Fig. 1: run 1, zoomed window
The bar under the picture is 10 um long. Region (38, 18) to (63, 43) um. Cells in grey, sequential cells in the stronger grey; small squares are vias.
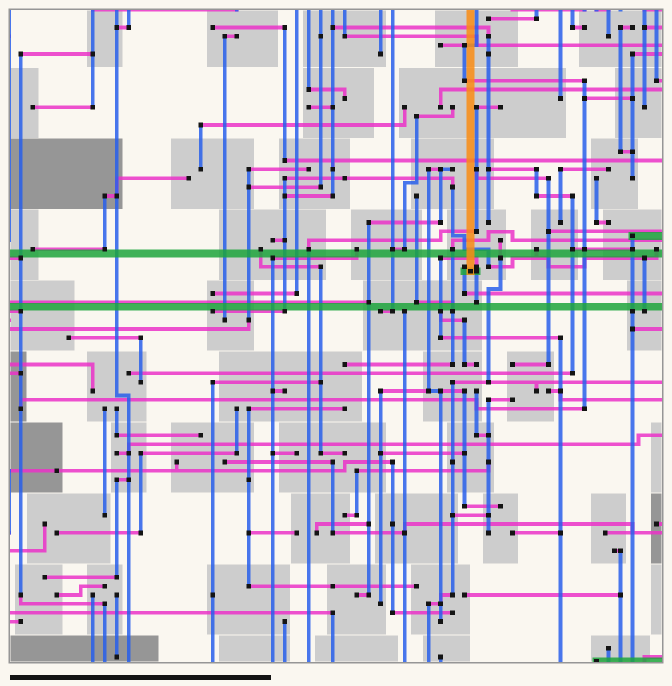
Fig. 2: run 1, signal metal coverage by tile
20 x 20 tiles, from black (low) to pale yellow (high), scaled to the fullest tile. Values are wire area over tile area, all layers added.
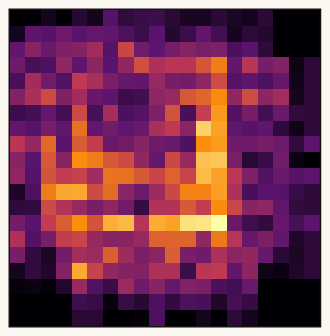
Fig. 3: run 1, clock wires, drivers and flops
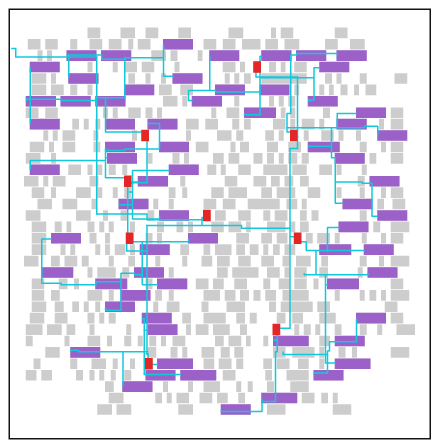
==> config.mk <==
export PLATFORM = sky130hd
export DESIGN_NAME = imem_loader_flat
export DESIGN_NICKNAME = d
export VERILOG_FILES = /design/src/rtl/imem_pkg.sv /design/src/rtl/imem_loader_if.sv /design/src/rtl/imem_loader.sv /design/src/flat_wrapper.sv
export SDC_FILE = /design/constraint.sdc
export NUM_CORES = 1
export LEC_CHECK = 0
export CAP_MARGIN = 20
export CELL_PAD_IN_SITES_DETAIL_PLACEMENT = 1
export CELL_PAD_IN_SITES_GLOBAL_PLACEMENT = 1
export CORE_AREA = 3 3 97 99
export CTS_BUF_LIST = sky130_fd_sc_hd__clkbuf_2
export DETAILED_ROUTE_END_ITERATION = 10
export DIE_AREA = 0 0 100 102
export GPL_ROUTABILITY_DRIVEN = 0
export GPL_TIMING_DRIVEN = 0
export PLACE_DENSITY_LB_ADDON = 0.1
export SETUP_SLACK_MARGIN = 0.3
export SYNTH_ARGS = -nofsm -noshare
export SYNTH_HDL_FRONTEND = slang
export SYNTH_SLANG_ARGS = --single-unit
==> constraint.sdc <==
create_clock -name clk -period 2.3 [get_ports clk]
set_input_delay 0.46 -clock clk [delete_from_list [all_inputs] [get_ports clk]]
set_output_delay 0.46 -clock clk [all_outputs]
set_load 0.02 [all_outputs]
==> run summary, run 1 <==
Area Growth Syn to Fin = 40.32%
Kind of critical path = flip-flop to flip-flop
Logic pwr share = 0.133
Sequential power = 1220 uW
TNS Setup = 0 ns
Buffering overhead = 0.2397
Tightest Pin Transition = 0.5784 ns
Area figure in the yosys stat output = 3084 um^2
Sw Ratio = 0.2906
EDFF count, synth = 0
Yosys reg bits = 67
Sw Pwr = 641.9 uW
GRT met3 Usage = 0.03618
Die Y = 102 um
Finished Layout Cells = 602
R2r worst-path depth = 7
Cts repair resizes = 80
Internal Power = 1567 uW
Syn Area/Cell = 7.990 um^2
Floorplan core density = 0.3571
CTS H-tree depth = 3
Post-route ant nets = 0
Hold Path Depth = 2
Initial antenna violation count = 0
Most Crowded Layer GR = met2
Total gr overflow = 0
Setup WS pre-CTS = -0.4852 ns
Utilization of the core after routing = 0.5012
Detailed Routing Iterations Pass 1 = 5
Clk root buf = clkbuf_2
Worst setup margin = 0.2600 ns
First-pass GRT wire length = 15.20 mm
Post-Synthesis Net Count = 415
Core area = 8636 um^2
Biggest area consumer among synthesized cells = dfxtp_1
Top area cell types = dfxtp_1, nand2_1, a21oi_1, xnor2_1, xor2_1
Fin area = 4328 um^2
Residual DRC count = 0
Final Hold Fails = 0
Flops = 67
Final period utilization = 0.8870
Status = completed
CTS tree = done
Nets = 518
Die Wd = 100 um
CP bufs+invs = 1
Top delay family on crit path = simple AND/OR/NAND/NOR gates
Stage-log warning count = 28
Most used DFF post-synth = dfxtp_1
Startpoint Class = flip-flop
Crit path cell chain = buf_6, nand2_4, o21a_1, or4_4, a211oi_2, nand4_1, a31o_1
# Cells Yosys = 386
CLK BUF = 9
# setup viols final = 0
Ant. Diodes = 0
Sequential share of cell area = 0.3160
Max Freq = 490.2 MHz
Detailed Place HPWL = 6.832 mm
Top-count cell post-synth = nand2_1
RSZ-0062 raised after global routing = yes
Vias in the first global route = 3149
Max incr delay on CP = 0.52 ns
Critical Path End Type = flip-flop
Reg power frac = 0.550
Complex Gates by Area = 0.1278
Met3 WL = 532 um
Total power = 2209 uW
Worst-path fanout max = 6
Placed insts = 574
Sequential Area = 1368 um^2
Leakage Power = 0.001887 uW
Hold buffer count at CTS = 0
Multi-In Gates = 287
Post-synth ARST share = 0
Input/output buffers = 80
Final clock-cell share = 0.02602
Top cells by count = nand2_1, dfxtp_1, a21oi_1
## Picture notes: Fig. 1
colour	layer
magenta	metal 1
orange	metal 4
green	metal 3
blue	metal 2
sequential cells in the window	1
most frequent	nand2_1 (4)
cells with their middle in the window	42

## Picture notes: Fig. 2
mean over tiles	0.14
densest ninth of the die	middle
emptiest ninth of the die	bottom right
tiles over half the peak	20%
final WL: 9.133 mm
DR vias: 3024
Routed wire per std cell: 15.17 um
GRT Total Usage: 0.1887

## Picture notes: Fig. 3
[purple] flip-flops | count: 67
[cyan] clock wires | length: 931 um
[red] clock drivers | count: 9
flops lie	spread over the die
clk latency late pin: 0.53 ns
Clock power frac: 0.317
Worst Skew: 0.02946 ns
Clock Power: 700 uW

Fig. 4: run 1, placement view
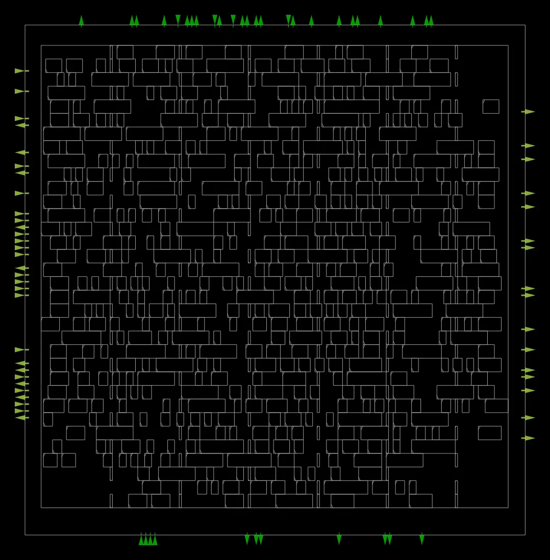

==> run 2, diff against run 1 <==
--- a/config.mk
+++ b/config.mk
@@ -5,17 +5,20 @@
 export SDC_FILE = /design/constraint.sdc
 export NUM_CORES = 1
 export LEC_CHECK = 0
+export ABC_AREA = 1
 export CAP_MARGIN = 20
 export CELL_PAD_IN_SITES_DETAIL_PLACEMENT = 1
 export CELL_PAD_IN_SITES_GLOBAL_PLACEMENT = 1
-export CORE_AREA = 3 3 97 99
+export CORE_AREA = 3 3 99 101
 export CTS_BUF_LIST = sky130_fd_sc_hd__clkbuf_2
+export CTS_CLUSTER_DIAMETER = 200
 export DETAILED_ROUTE_END_ITERATION = 10
-export DIE_AREA = 0 0 100 102
+export DIE_AREA = 0 0 102 104
 export GPL_ROUTABILITY_DRIVEN = 0
 export GPL_TIMING_DRIVEN = 0
 export PLACE_DENSITY_LB_ADDON = 0.1
 export SETUP_SLACK_MARGIN = 0.3
+export SLEW_MARGIN = 40
 export SYNTH_ARGS = -nofsm -noshare
 export SYNTH_HDL_FRONTEND = slang
 export SYNTH_SLANG_ARGS = --single-unit
Fig. 5: run 2, placement view
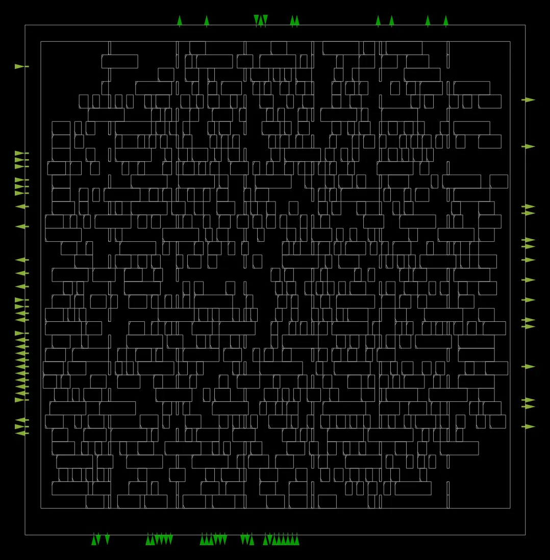
Flops: 67
tap cells: 111
core area: 9109 um^2

==> run 2 against run 1 <==
Net effect:
- maximum frequency rose by 6.8%
- sequential power rose by 3%
- count of clock-buffer cells in the layout rose by 1
- hold slack improved by 0.14 ns
- largest power group unchanged
- highest routed layer unchanged
==> run summary, run 2 <==
CP bufs+invs = 1 (unchanged)
Final Hold Fails = 0 (unchanged)
Clock Power = 580 uW (-17%)
Total power = 2260 uW (+2.3%)
Top cells by count = nand2_1, dfxtp_1, inv_1
Cts repair resizes = 44 (-45%)
Hold Path Depth = 2 (unchanged)
Post-Synthesis Net Count = 480 (+16%)
Vias in the first global route = 3492 (+11%)
Buffering overhead = 0.2286 (-0.01108)
Tightest Pin Transition = 0.6061 ns (+0.02772 ns)
Top area cell types = dfxtp_1, nand2_1, a21oi_1, o21ai_0, inv_1
TNS Setup = 0 ns (unchanged)
Top-count cell post-synth = nand2_1
Worst Skew = 0.04980 ns (+0.02035 ns)
Area figure in the yosys stat output = 3144 um^2 (+1.9%)
Clk root buf = clkbuf_2
Post-route ant nets = 0 (unchanged)
Fin area = 4412 um^2 (+1.9%)
# setup viols final = 0 (unchanged)
First-pass GRT wire length = 17.43 mm (+15%)
R2r worst-path depth = 13 (+6)
Area Growth Syn to Fin = 40.31% (about the same)
# Cells Yosys = 451 (+17%)
Startpoint Class = flip-flop
Most Crowded Layer GR = met2
Clock power frac = 0.257 (-0.060)
Internal Power = 1529 uW (-2.5%)
Sw Ratio = 0.3236 (+0.03299)
Complex Gates by Area = 0.1568 (+0.02900)
Placed insts = 643 (+12%)
Setup WS pre-CTS = -0.2462 ns (+0.2389 ns)
Multi-In Gates = 315 (+9.8%)
Die Wd = 102 um (+2.0%)
CLK BUF = 10 (+1)
Initial antenna violation count = 0 (unchanged)
Sw Pwr = 731.2 uW (+14%)
Logic pwr share = 0.183 (+0.050)
Worst setup margin = 0.3907 ns (+0.1307 ns)
DR vias = 3339 (+10%)
Residual DRC count = 0 (unchanged)
Met3 WL = 465 um (-13%)
Hold buffer count at CTS = 0 (unchanged)
Status = completed
RSZ-0062 raised after global routing = no
Sequential power = 1260 uW (+3%)
Clk latency late pin = 0.50 ns (-0.03 ns)
Die Y = 104 um (+2.0%)
Final period utilization = 0.8301 (-0.05683)
GRT met3 Usage = 0.04158 (+0.005405)
Post-synth ARST share = 0 (unchanged)
Max Freq = 523.7 MHz (+6.8%)
Final WL = 10.93 mm (+20%)
Biggest area consumer among synthesized cells = dfxtp_1
CTS tree = done
Ant. Diodes = 0 (unchanged)
Top delay family on crit path = buffers and inverters
Yosys reg bits = 67 (unchanged)
Power is estimated from default activity; no workload was simulated.
